**Run 1: track usage over the die**

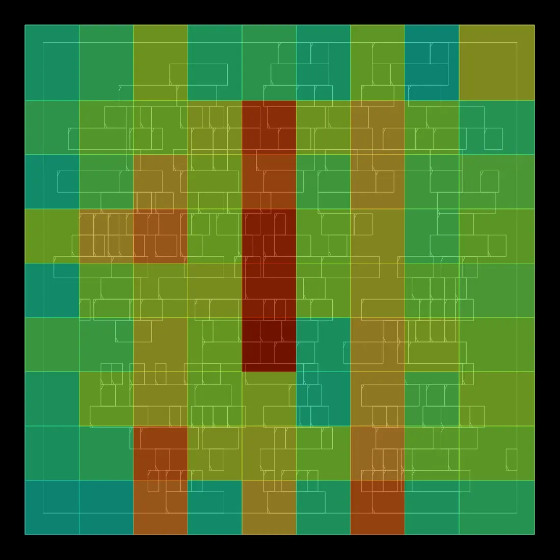
**Run 1: wire density map**

13 x 13 tiles, from white (low) to dark blue (high), scaled to the fullest tile. Values are wire area over tile area, all layers added.
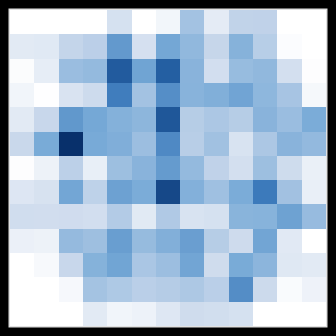
**Run 1: routed metal, one colour a layer**

The bar under the picture is 20 µm long. Only two layers are drawn.
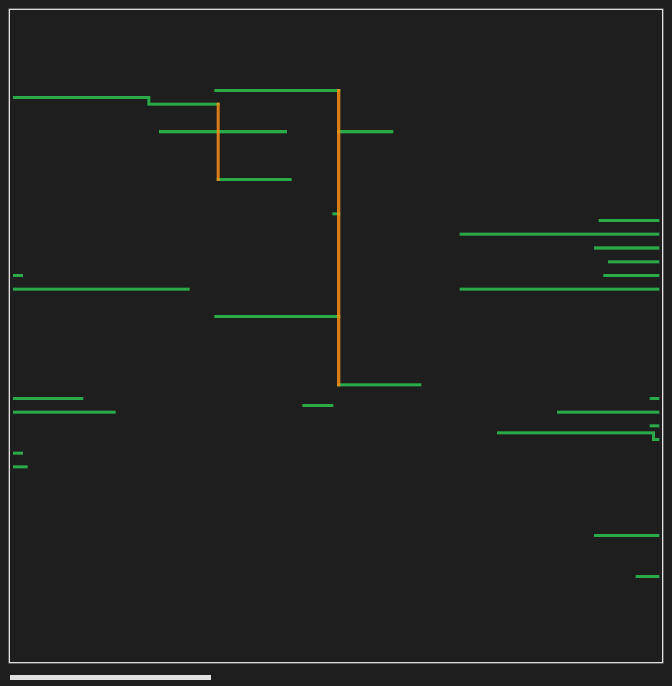
===== config.mk =====
export PLATFORM = sky130hd
export DESIGN_NAME = bitonic_sort_ctrl
export DESIGN_NICKNAME = d
export VERILOG_FILES = /design/src/rtl/bitonic_sort_ctrl.sv
export SDC_FILE = /design/constraint.sdc
export NUM_CORES = 1
export LEC_CHECK = 0
export CORE_MARGIN = 2
export CORE_UTILIZATION = 45
export CTS_BUF_LIST = sky130_fd_sc_hd__clkbuf_4 sky130_fd_sc_hd__clkbuf_8 sky130_fd_sc_hd__clkbuf_16
export DETAILED_ROUTE_END_ITERATION = 8
export DONT_BUFFER_PORTS = 1
export PLACE_DENSITY_LB_ADDON = 0.15
export SLEW_MARGIN = 25
export SYNTH_ARGS = -nofsm -noshare
export SYNTH_HDL_FRONTEND = slang
export SYNTH_SLANG_ARGS = --single-unit

===== constraint.sdc =====
create_clock -name clk -period 1.95 [get_ports clk]
set_input_delay 0.39 -clock clk [delete_from_list [all_inputs] [get_ports clk]]
set_output_delay 0.39 -clock clk [all_outputs]
set_load 0.005 [all_outputs]

===== src/rtl/bitonic_sort_ctrl.sv =====
// bitonic_sort_ctrl: gamma-cycle sequencer for the 4-input temporal bitonic sorter.
//
// The sequencer replays four binary time values as 1->0 transitions on the
// sorter inputs, one unit time per clock. It watches the sorter outputs on
// every tick and records the tick on which each rank falls, earliest first.
//
// Parameters:
//   TW    - width of one time value
//   TMAX  - last tick of the gamma window (<= 2^TW-1); t >= TMAX means "no spike"
//
// Ports:
//   clk        in   clock, rising edge
//   rst        in   synchronous active-high reset
//   start      in   one-cycle request to sort in_time (honoured only when idle)
//   in_time    in   input i time at [i*TW +: TW]
//   busy       out  high while a gamma cycle is in progress (ARM/RUN/DONE)
//   line_out   out  drives sorter raw_in; idle level 4'b1111
//   sorted_in  in   sorter sorted_out; rank 0 = earliest fall
//   rank_time  out  rank j time at [j*TW +: TW]; held until next accepted start
//   done       out  one-cycle pulse when rank_time is final
//   err        out  sticky sorter-order fault, cleared on accepted start
//
// Build option:
//   SORT_CTRL_CHECK_EN - when defined, compiles in the sorter order checker that
//                        drives err; otherwise err is tied low.

module bitonic_sort_ctrl #(
  parameter int unsigned TW   = 3,
  parameter int unsigned TMAX = 7
) (
  input  logic            clk,
  input  logic            rst,
  input  logic            start,
  input  logic [4*TW-1:0] in_time,
  output logic            busy,
  output logic [3:0]      line_out,
  input  logic [3:0]      sorted_in,
  output logic [4*TW-1:0] rank_time,
  output logic            done,
  output logic            err
);

  localparam logic [TW-1:0] TMaxV = TW'(TMAX);

  typedef enum logic [1:0] {StIdle, StArm, StRun, StDone} state_e;

  state_e            state_q, state_d;
  logic [4*TW-1:0]   in_time_q, in_time_d;
  logic [TW-1:0]     tick_q, tick_d;
  logic [3:0]        latched_q, latched_d;
  logic [4*TW-1:0]   rank_time_q, rank_time_d;
  logic              last_tick;
  logic              accept;

  assign last_tick = (tick_q == TMaxV);
  assign accept    = (state_q == StIdle) && start;

  always_ff @(posedge clk) begin
    if (rst) begin
      state_q     <= StIdle;
      in_time_q   <= '0;
      tick_q      <= '0;
      latched_q   <= '0;
      rank_time_q <= '0;
    end else begin
      state_q     <= state_d;
      in_time_q   <= in_time_d;
      tick_q      <= tick_d;
      latched_q   <= latched_d;
      rank_time_q <= rank_time_d;
    end
  end

  always_comb begin
    state_d     = state_q;
    in_time_d   = in_time_q;
    tick_d      = tick_q;
    latched_d   = latched_q;
    rank_time_d = rank_time_q;

    unique case (state_q)
      StIdle: begin
        if (start) begin
          in_time_d   = in_time;
          rank_time_d = '0;
          latched_d   = '0;
          state_d     = StArm;
        end
      end

      StArm: begin
        tick_d  = '0;
        state_d = StRun;
      end

      StRun: begin
        // On the last tick every still-unlatched rank takes tick==TMAX, so
        // rank_time is already final while done is high.
        for (int j = 0; j < 4; j++) begin
          if (!latched_q[j] && (!sorted_in[j] || last_tick)) begin
            rank_time_d[j*TW +: TW] = tick_q;
            latched_d[j]            = 1'b1;
          end
        end
        if (last_tick) begin
          state_d = StDone;
        end else begin
          tick_d = tick_q + TW'(1);
        end
      end

      StDone: begin
        for (int j = 0; j < 4; j++) begin
          if (!latched_q[j]) begin
            rank_time_d[j*TW +: TW] = TMaxV;
            latched_d[j]            = 1'b1;
          end
        end
        state_d = StIdle;
      end

      default: state_d = StIdle;
    endcase
  end

  // Outputs are decoded from registered state only, so the combinational
  // sorter loop line_out -> sorted_in never feeds back into line_out.
  always_comb begin
    line_out = 4'b1111;
    if (state_q == StRun) begin
      for (int i = 0; i < 4; i++) begin
        line_out[i] = (in_time_q[i*TW +: TW] >= TMaxV) || (tick_q < in_time_q[i*TW +: TW]);
      end
    end
  end

  assign busy      = (state_q != StIdle);
  assign done      = (state_q == StDone);
  assign rank_time = rank_time_q;

`ifdef SORT_CTRL_CHECK_EN
  logic err_q, err_d;
  logic order_fault;
  logic rise_fault;

  // A lower rank may never be later than a higher one, and a fallen rank
  // may never recover within the window.
  assign order_fault = |(~sorted_in[3:1] & sorted_in[2:0]);
  assign rise_fault  = |(latched_q & sorted_in);

  always_comb begin
    err_d = err_q;
    if (accept) begin
      err_d = 1'b0;
    end else if ((state_q == StRun) && (order_fault || rise_fault)) begin
      err_d = 1'b1;
    end
  end

  always_ff @(posedge clk) begin
    if (rst) begin
      err_q <= 1'b0;
    end else begin
      err_q <= err_d;
    end
  end

  assign err = err_q;
`else
  assign err = 1'b0;
`endif

  logic unused_accept;
  assign unused_accept = accept;

endmodule


==> impl_metrics.ini, run 1 <==
; implementation run metrics
[grt]
grt_pass1_vias = 1279
grt_pass1_wl_um = 5740
grt_max_degree = 34
grt-ovfl-total = 0
antenna_found_initial = 0

[final_timing]
fmax_ghz = 0.544
hold-worst-slack_ns = 0.172
fin_crit_ns = 1.84
setup_ws_ns = 0.111
fin_tns_setup_ns = 0
finClkSkew_ns = 0.00531
rsz0062_at_grt = no
finalHoldViolations = 0
slew_viol_final = 0
setup_violations = 0
period_used_pct = 94.3

[setup_path]
crit_buf_inv = 1
path_cells = buf_4, ha_1, a21oi_1, nor2b_1, o21ai_0
crit_path_max_fanout = 6
path_depth = 5
r2r_cells = 6
slowest_delay_ns = 0.32
arrival_ns = 1.45
path_class = flop to output port
path_delay_family = AND-OR/OR-AND gates
endpoint_kind = output port
critPathRequiredTime_ns = 1.56
setup.worst_path.start_class = flop
slowest_stage = dfxtp_1

[logic_synthesis]
syn_avg_cell_area_um2 = 8.75
yosys_area_mm2 = 0.00166
synth_cells = 190
yosys_cells = 190
yosys.stat.seqShare_pct = 39.7
yosysWarnings = 0
synth-seq-cells = 33
ys_types = 26
syn_nets = 224
synth_area_mm2 = 0.00166

[cells_and_area]
nets = 231
num-fill-cells = 338
drive_gt1_share_pct = 14.6
area_growth_pct = 12.9
antennaDiodeCount = 0
fin_area_mm2 = 0.00188
regArea_um2 = 662
final_cells = 246
utilization_pct = 52.1
comb_area_um2 = 917

[clock_network]
cts_tree = yes
root_buffer = clkbuf_8
cts_hold_buf = 0
cts.repair.resized = 0
clkLatencyLatePin_ns = 0.29
clkSinkCount = 33
clk_pin_slew_ns = 0.07
postCtsSetupRepairBufs = 0
cts-buffers-inserted = 5
clock_path_buffers = 2
htree_levels = 2

[pwr]
power_density_mw_per_mm2 = 1410
power_mw = 2.64
leakage_nw = 0.790
ir_worst_vdd_mv = 0.864

[run]
warnings = 30
cap_violations = 0

[placement]
portBuffers = 0
place_area_mm2 = 0.00174
dp_cells = 238
routabilityCongestion = 0.886
dp_hpwl_um = 2550
pre_cts_ws_ns = 0.0395

[routing]
vias_per_cell = 5.26
first_iter_violations = 46
drcViolationCount = 0
ant_nets = 0
drtPass1Iterations = 4

[floorplanning]
core_area_mm2 = 0.00361
die_h_um = 64.8
die_area_mm2 = 0.00420
ioPinCount = 38
die_x_um = 64.8
rows = 22
initCoreUtil_pct = 46.1

[status]
outcome = finished, final reports clean

[hold_path]
hp-class = primary input to flop
hold_path_depth = 1
Notes on 'track usage over the die' above:
GRT Max-Usage Layer: met2
drt wl/cell: 13.6 µm

Notes on 'wire density map' above:
The fullest tile reaches 0.43. 13% of the tiles are nearly empty. 15% of the tiles are over half the peak. The emptiest ninth of the die: lower left. The mean over all tiles is 0.13.
DR vias: 1295
total track usage: 17.9%
Final Routed Wirelength: 3350 µm

Notes on 'routed metal, one colour a layer' above:
metal 4: marked orange, wire length 36.7 µm. metal 3: marked green, wire length 215 µm.

[run 1: layout by cell type (no fill, tap or decap)]
master     synthesis  routed
ha_2               0       1
ha_1              15      14
nor2_1             9       9
o21ai_1            0       2
a31oi_1            4       4
o21a_1             4       4
a221o_2            3       3
dfxtp_2            0       1
inv_2              0       1
bufinv_16          0       2
clkbuf_8           0       5
nor2b_1           17      17
clkinv_2           0       1
a21oi_1           25      25
a211oi_1           1       1
a22oi_1            2       2
mux2_1             9       9
dfxtp_1           33      32
mux2_2             3       3
and2_2             1       1
o21ai_0            5       3
or2_2              1       1
nor3_1             2       2
inv_1             12      11
conb_1             1       1
nor2b_4            1       1
mux2i_1            1       1
nand2b_1           4       4
nand2_1           28      28
buf_4              2       8
or2_4              0       1
[run 1: where the power goes]
part           leakage, nW  internal, mW  switching (mW)
registers            0.269         0.805          0.0843
logic                0.453         0.456           0.536
clock network       0.0681         0.508           0.255
[run 1: state kept, by name, summed over array words and instances, names as in the netlist]
name,count
rank_time,12
latched_q,4
tick_q,3
in_time_q,12
state_q,2
[run 1: final timing paths]
| check | from | slack, ns | to |
|---|---|---|---|
| max | tick_q[1]$_SDFFE_PP0P_ | 0.11 | line_out[3] |
| min | rst | 0.17 | state_q[1]$_SDFFE_PP0P_ |
| max reg2reg | state_q[1]$_SDFFE_PP0P_ | 0.12 | rank_time[4]$_SDFFE_PP0P_ |
| min reg2reg | in_time_q[4]$_SDFFE_PP0P_ | 0.47 | in_time_q[4]$_SDFFE_PP0P_ |
[run 1: cell type report]
cell class / count / area share [%]
Multi-Input combinational cell: 137 / 48.8
Tap cell: 48 / 3.20
Inverter: 12 / 2.40
Clock inverter: 3 / 3.46
Sequential cell: 33 / 35.2
Timing Repair Buffer: 8 / 3.20
Clock buffer: 5 / 3.66
[run 1: kinds of logic after synthesis]
logic type,Yosys count,synth area share [%]
flops,33,39.7
compound gates,44,15.7
other cells,1,0.226
simple gates,64,18.9
buf+inv,20,5.42
fa+ha+maj,15,11.3
mux,13,8.73
[run 1: cells in the mapped netlist]
master	number	area share, %
nor2b_1	17	6.4
a21oi_1	25	7.5
dfxtp_1	33	40
o21a_1	4	1.8
a22oi_1	2	0.90
nand2b_1	4	1.5
nor3_1	2	0.60
nor2_1	9	2.0
clkbuf_1	5	1.1
ha_1	15	11
and2_2	1	0.45
a31oi_1	4	1.5
mux2i_1	1	0.60
mux2_2	3	2.0
a221o_2	3	2.0
mux2_1	9	6.1
o21ai_0	5	1.5
or2_2	1	0.38
buf_4	2	0.90
or2_1	1	0.38
conb_1	1	0.23
nor2b_4	1	0.83
nand2_1	28	6.3
a211oi_1	1	0.45
buf_6	1	0.68
inv_1	12	2.7
[run 1: worst register-to-register path: stages (launching register included)]
cell and delay (ns):
dfxtp_2 0.35, inv_1 0.08, ha_1 0.22, nor2b_4 0.15
or2_4 0.25, a221o_2 0.35, mux2_1 0.32
[run 1: metal layers]
| metal | GRT usage [%] | part of all wire [%] |
|---|---|---|
| met1 | 21.3 | 44 |
| met2 | 29.4 | 48 |
| met3 | 6.94 | 6.4 |
| met4 | 5.85 | 1.1 |
| met5 | 0 | 0 |
**Run 1: layout detail**

The bar under the picture is 5 µm long. Region (39, 39) to (59, 59) µm. Cells in grey, sequential cells in the stronger grey; small squares are vias.
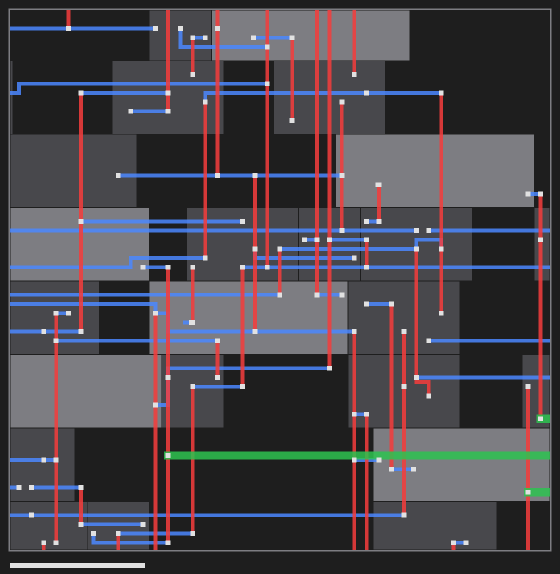

==> run 2, diff against run 1 <==
- CORE_UTILIZATION: 45 -> 35
**Run 2: layout detail**

The bar under the picture is 5 µm long. Region (45, 45) to (65, 65) µm. Cells in grey, sequential cells in the stronger grey; small squares are vias.
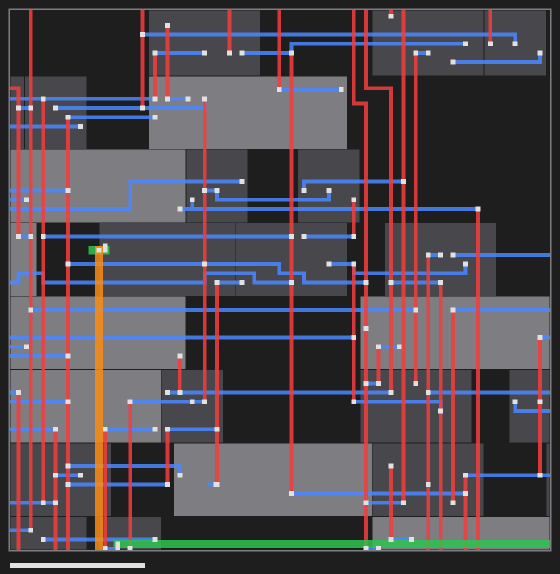
metal 4: marked orange. metal 1: marked blue. metal 3: marked green. metal 2: marked red.
Sequential cells in the window: 6. 20 logic cells have their middle in the window. Netlist names of flops here include `rank_time` (6). Most frequent: nor2b_1 (6), dfxtp_1 (6), mux2_1 (4).

==> impl_metrics.ini, run 2 <==
; implementation run metrics
[status]
outcome = finished, final reports clean

[pwr]
power_density_mw_per_mm2 = 1340
leakage_nw = 0.782
ir_worst_vdd_mv = 0.497

[cells_and_area]
drive_gt1_share_pct = 15.1
utilization_pct = 40.0
area_growth_pct = 12.0
fin_area_mm2 = 0.00186
most-common-layout-cells = dfxtp_1 (32), nand2_1 (28), a21oi_1 (25)
antennaDiodeCount = 0

[final_timing]
setup_ws_ns = 0.0796
finClkSkew_ns = 0.00781
fmax_ghz = 0.535
setup_violations = 0
finalHoldViolations = 0
fin_crit_ns = 1.87
slew_viol_final = 0

[hold_path]
holdPathEnd = state_q[1]$_SDFFE_PP0P_
holdCritStartpoint = rst
hp-class = primary input to flop
hold_path_depth = 1

[logic_synthesis]
top_area_share_pct = 39.7
mux_share_pct = 8.73
syn_avg_cell_area_um2 = 8.75
synthArstFlopShare_pct = 0
top_cells_by_area = dfxtp_1 (40%), ha_1 (11%), a21oi_1 (7.5%)
syn_nets = 224
synth-seq-cells = 33
yosys.stat.seqShare_pct = 39.7
aoi_share_pct = 15.7
yosys_cells = 190
yosysMostFrequentCell = dfxtp_1
yosys.area.top_type = dfxtp_1
synth-xor-area-share_pct = 0
edf_count = 0
simple_gate_area_share_pct = 18.9
ys_types = 26
synth_area_mm2 = 0.00166
synth_cells = 190

[setup_path]
reg2reg_from = state_q[1]$_SDFFE_PP0P_
r2r_cells = 6
r2r_slack_ns = 0.08
setup.worst_path.start_class = flop
r2r_end = rank_time[4]$_SDFFE_PP0P_
crit_path_max_fanout = 6
arrival_ns = 2.04

[routing]
ant_nets = 0
post_drt_wl_per_cell_um = 14.6
first_iter_violations = 42
vias_per_cell = 5.01
vias = 1268
drcViolationCount = 0

[floorplanning]
die_h_um = 72.9
die_area_mm2 = 0.00532
die_x_um = 72.9
ioPinCount = 38
initCoreUtil_pct = 35.7

[clock_network]
clkLatencyLatePin_ns = 0.29
clock_path_buffers = 2
cts_tree = yes
clkSinkCount = 33
postCtsSetupRepairBufs = 0
root_buffer = clkbuf_8
clk_pin_slew_ns = 0.07
cts-buffers-inserted = 5
cts_hold_buf = 0

[grt]
antenna_found_initial = 0
grt_use_total_pct = 14.5
grt_pass1_vias = 1249

[placement]
portBuffers = 0
place_area_mm2 = 0.00175
pre_cts_ws_ns = 0.0210
dp_cells = 245

[run]
warnings = 30
-- run 2: stage by stage --
stage               hold WS [ns]  power, mW
CTS                        0.156       2.48
global route               0.141       2.67
floorplan                  0.441       1.67
global placement           0.453       1.87
detailed placement         0.455       1.91
finish                     0.155       2.49
-- run 2: worst max-delay path by stage --
| stage | start | slack (ns) | to |
|---|---|---|---|
| floorplan | state_q[0]$_SDFFE_PP0P_ | 0.09 | rank_time[10]$_SDFFE_PP0P_ |
| global placement | state_q[1]$_SDFFE_PP0P_ | 0.10 | rank_time[4]$_SDFFE_PP0P_ |
| detailed placement | state_q[1]$_SDFFE_PP0P_ | 0.02 | rank_time[4]$_SDFFE_PP0P_ |
| CTS | state_q[1]$_SDFFE_PP0P_ | 0.005 | rank_time[4]$_SDFFE_PP0P_ |
| global route | state_q[0]$_SDFFE_PP0P_ | -0.007 | line_out[1] |
| finish | state_q[1]$_SDFFE_PP0P_ | 0.08 | rank_time[4]$_SDFFE_PP0P_ |
-- run 2: worst max-delay path, stage by stage (launching register included) --
cell and delay [ns]:
dfxtp_2 0.36, inv_1 0.08, ha_1 0.22, nor2b_4 0.15, or2_4 0.25, a221o_2 0.35
mux2_1 0.33
-- run 2: metal layers --
| metal | GRT usage (%) | vias to the layer above | share of wire (%) |
|---|---|---|---|
| met3 | 5.39 | 7 | 6.7 |
| met1 | 16.8 | 575 | 44 |
| met4 | 8.02 | 0 | 2.2 |
| li1 | - | 652 | - |
| met2 | 23.1 | 34 | 47 |
| met5 | 0 | - | 0 |
-- run 2: cell families (layout without fill, tap and decap cells) --
| group | Yosys count | after routing |
|---|---|---|
| flip-flops | 33 | 33 |
| AND/OR/NAND/NOR | 64 | 64 |
| adder cells (fa/ha/maj) | 15 | 15 |
| multiplexers | 13 | 13 |
| other | 1 | 1 |
| AND-OR/OR-AND | 44 | 44 |
| buffers and inverters | 20 | 29 |
-- run 2: layout make-up --
cell class              count  area (µm²)
inverters                  12        45.0
clock inverters             1        5.00
fillers                   484        2800
clock buffers               7        96.3
well taps                  54        67.6
repair buffers              9        67.6
flip-flops and latches     33         662
multi-input cells         137         920
-- run 2: power breakdown --
group	internal (mW)	switching [mW]	leakage, nW
Clock	0.319	0.259	0.0542
Sequential	0.805	0.0855	0.269
Combinational	0.472	0.552	0.459
**Run 2: routed metal, one colour a layer**

The bar under the picture is 20 µm long. Only two layers are drawn.
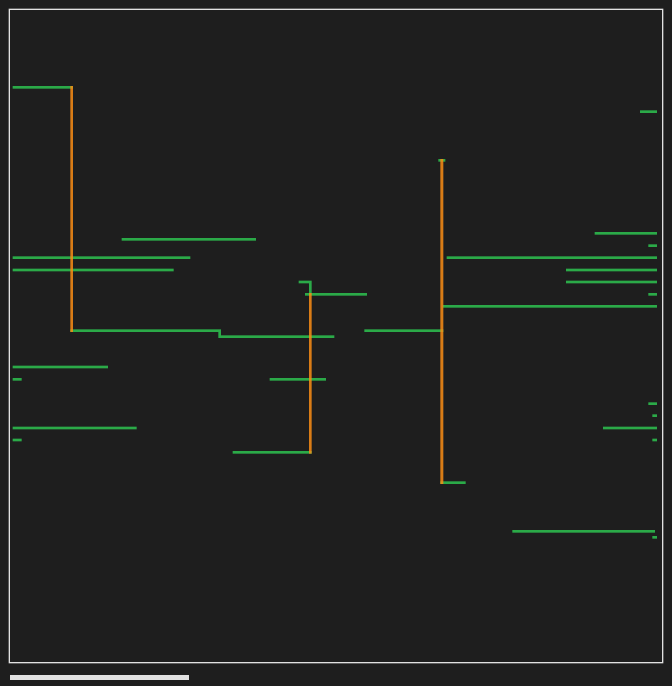

==> run 3, diff against run 2 <==
- CELL_PAD_IN_SITES_DETAIL_PLACEMENT: not set -> 0
- CELL_PAD_IN_SITES_GLOBAL_PLACEMENT: not set -> 2
- CORE_UTILIZATION: 35 -> 33
**Run 3: routed metal, one colour a layer**

The bar under the picture is 20 µm long. Only two layers are drawn.
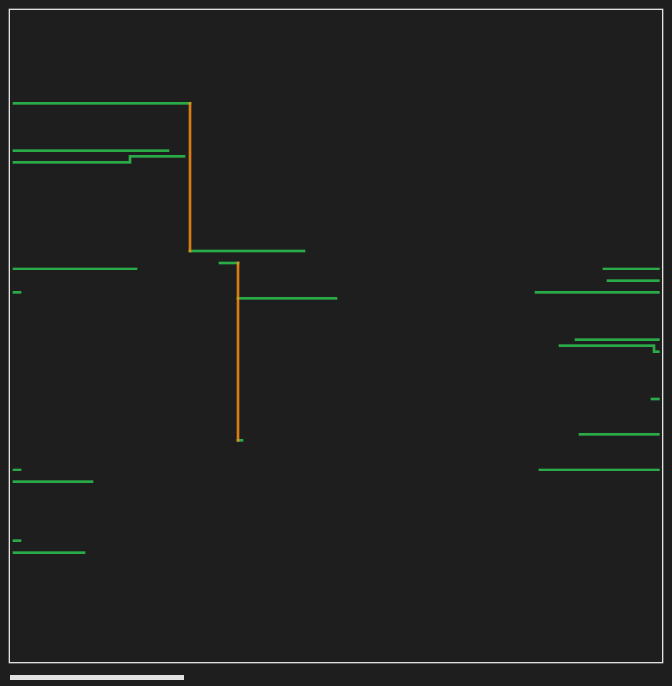
metal 3: marked green, wire length 189 µm. metal 4: marked orange, wire length 37.4 µm.
total track usage: 14.3%
DR vias: 1258
drt wl/cell: 13.6 µm
Final Routed Wirelength: 3620 µm

==> impl_metrics.ini, run 3 <==
; implementation run metrics
[status]
outcome = finished, final reports clean

[logic_synthesis]
edf_count = 0
yosysMostFrequentCell = dfxtp_1
synth_cells = 190
yosys_area_mm2 = 0.00166
yosys_cells = 190
synth-seq-cells = 33
syn_avg_cell_area_um2 = 8.75
top_area_share_pct = 39.7
yosysWarnings = 0
ys_types = 26
synthArstFlopShare_pct = 0
synth_area_mm2 = 0.00166
ys.flop_type = dfxtp_1
common_cells = dfxtp_1 (33), nand2_1 (28), a21oi_1 (25), nor2b_1 (17), ha_1 (15)
syn_nets = 224
top_cells_by_area = dfxtp_1 (40%), ha_1 (11%), a21oi_1 (7.5%)
yosys.area.top_type = dfxtp_1
yosys.stat.seqShare_pct = 39.7

[hold_path]
hold_path_depth = 1
hp-class = primary input to flop
holdCritStartpoint = rst
holdPathEnd = in_time_q[3]$_SDFFE_PP0P_

[cells_and_area]
layout_top_cell = dfxtp_1
nets = 232
fin_area_mm2 = 0.00189
most-common-layout-cells = dfxtp_1 (32), nand2_1 (28), a21oi_1 (25)
area_growth_pct = 13.5
antennaDiodeCount = 0
num-fill-cells = 492
drive_gt1_share_pct = 16.1

[setup_path]
critPathRequiredTime_ns = 2.11
setup.worst_path.start_class = flop
r2r_slack_ns = 0.11
slowest_delay_ns = 0.36
path_cells = inv_2, ha_2, nor2b_4, or2_1, a221o_2, mux2_1
crit_path_max_fanout = 6
crit_buf_inv = 1
reg2reg_from = state_q[0]$_SDFFE_PP0P_
arrival_ns = 2.00
r2r_cells = 6
path_delay_family = simple AND/OR/NAND/NOR gates
r2r_end = rank_time[7]$_SDFFE_PP0P_
path_class = flop to flop
slowest_stage = dfxtp_1
endpoint_kind = flop

[floorplanning]
die_x_um = 75.0
core_area_mm2 = 0.00479
die_h_um = 75.0
die_area_mm2 = 0.00562
initCoreUtil_pct = 34.7
rows = 25
ioPinCount = 38

[pwr]
power_mw = 2.47
power_density_mw_per_mm2 = 1310
leakage_nw = 0.780
ir_worst_vdd_mv = 0.647

[final_timing]
hold-worst-slack_ns = 0.179
period_used_pct = 94.5
finalHoldViolations = 0
fin_tns_setup_ns = 0
finClkSkew_ns = 0.00647
fmax_ghz = 0.543
fin_crit_ns = 1.84
slew_viol_final = 0
setup_violations = 0
rsz0062_at_grt = no

[clock_network]
cts_tree = yes
clock_path_buffers = 2
postCtsSetupRepairBufs = 0
cts_hold_buf = 0
root_buffer = clkbuf_8
htree_levels = 2
clk_pin_slew_ns = 0.07
cts-buffers-inserted = 5
clkLatencyLatePin_ns = 0.28
clkSinkCount = 33
cts.repair.resized = 0

[placement]
routabilityCongestion = 0.691
portBuffers = 0
dp_hpwl_um = 2730
place_area_mm2 = 0.00177

[routing]
first_iter_violations = 46
drtPass1Iterations = 4
drcViolationCount = 0
ant_nets = 0
vias_per_cell = 4.73

[run]
cap_violations = 0
warnings = 30

[grt]
grt_pass1_vias = 1262
grt-ovfl-total = 0
grt_pass1_wl_um = 5950
antenna_found_initial = 0
grt_max_degree = 34
## run 3: worst max path at each step
stage | start | to | depth (start not counted) | slack [ns]
2_1_floorplan | state_q[0]$_SDFFE_PP0P_ | rank_time[10]$_SDFFE_PP0P_ | 7 | 0.09
3_3_place_gp | state_q[1]$_SDFFE_PP0P_ | rank_time[9]$_SDFFE_PP0P_ | 6 | 0.11
3_5_place_dp | state_q[1]$_SDFFE_PP0P_ | rank_time[7]$_SDFFE_PP0P_ | 6 | 0.03
4_1_cts | state_q[1]$_SDFFE_PP0P_ | rank_time[7]$_SDFFE_PP0P_ | 6 | 0.03
5_1_grt | tick_q[1]$_SDFFE_PP0P_ | line_out[3] | 5 | 0.003
6_report | state_q[0]$_SDFFE_PP0P_ | rank_time[7]$_SDFFE_PP0P_ | 6 | 0.11
## run 3: logic make-up after synthesis
| group | Yosys count | synth area share, % |
|---|---|---|
| compound gates | 44 | 15.7 |
| buf+inv | 20 | 5.42 |
| simple gates | 64 | 18.9 |
| mux | 13 | 8.73 |
| flops | 33 | 39.7 |
| fa+ha+maj | 15 | 11.3 |
| other cells | 1 | 0.226 |
## run 3: layer usage
metal	up-vias	share of wire, %	GRT usage (%)
met5	-	0	0
met4	0	1.0	5.36
met3	5	5.2	4.15
met2	20	47	22.7
met1	579	47	18.3
li1	654	-	-
## run 3: area by class of cell
| class | instances | area [µm²] | share of cell area (%) |
|---|---|---|---|
| clock buffers | 7 | 96.3 | 5.11 |
| clock inverters | 1 | 5.00 | 0.265 |
| inverters | 12 | 48.8 | 2.59 |
| multi-input cells | 137 | 920 | 48.7 |
| flip-flops and latches | 33 | 662 | 35.1 |
| well taps | 67 | 83.8 | 4.44 |
| repair buffers | 9 | 71.3 | 3.78 |
## run 3: where the power goes
group / internal [mW] / total, mW / switching, mW / leakage, nW
registers: 0.805 / 0.892 / 0.0873 / 0.269
logic: 0.468 / 1.01 / 0.547 / 0.456
clock network: 0.319 / 0.563 / 0.244 / 0.0542
total: 1.59 / 2.47 / 0.878 / 0.780
## run 3: through the flow
step,setup slack (ns),cells,utilization [%]
detailed placement,0.0330,258,37.0
floorplan,0.0874,190,-
global placement,0.112,258,37.0
finish,0.107,266,39.4
global route,0.00333,266,39.4
CTS,0.0292,266,39.1

==> gallery <==
Met1 routing.
The bar under the picture is 20 µm long.
shot_01.png
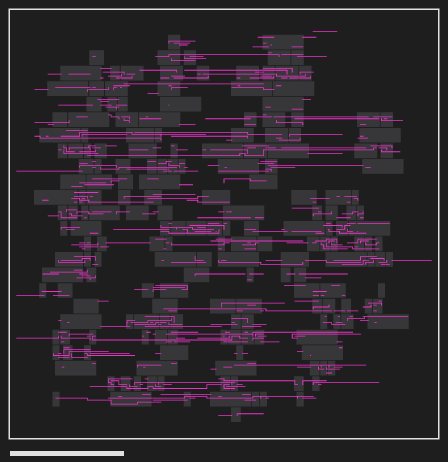
shot_02.png
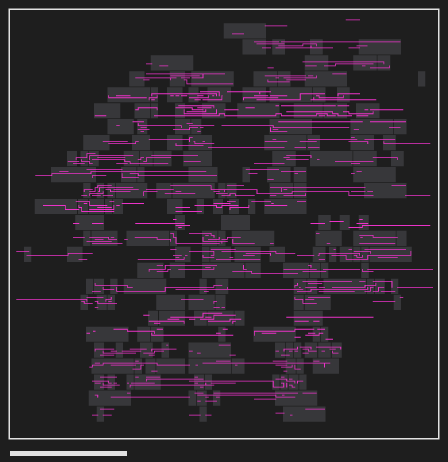
shot_01.png is run 3.
shot_02.png is run 2.

Power is estimated from default activity; no workload was simulated.
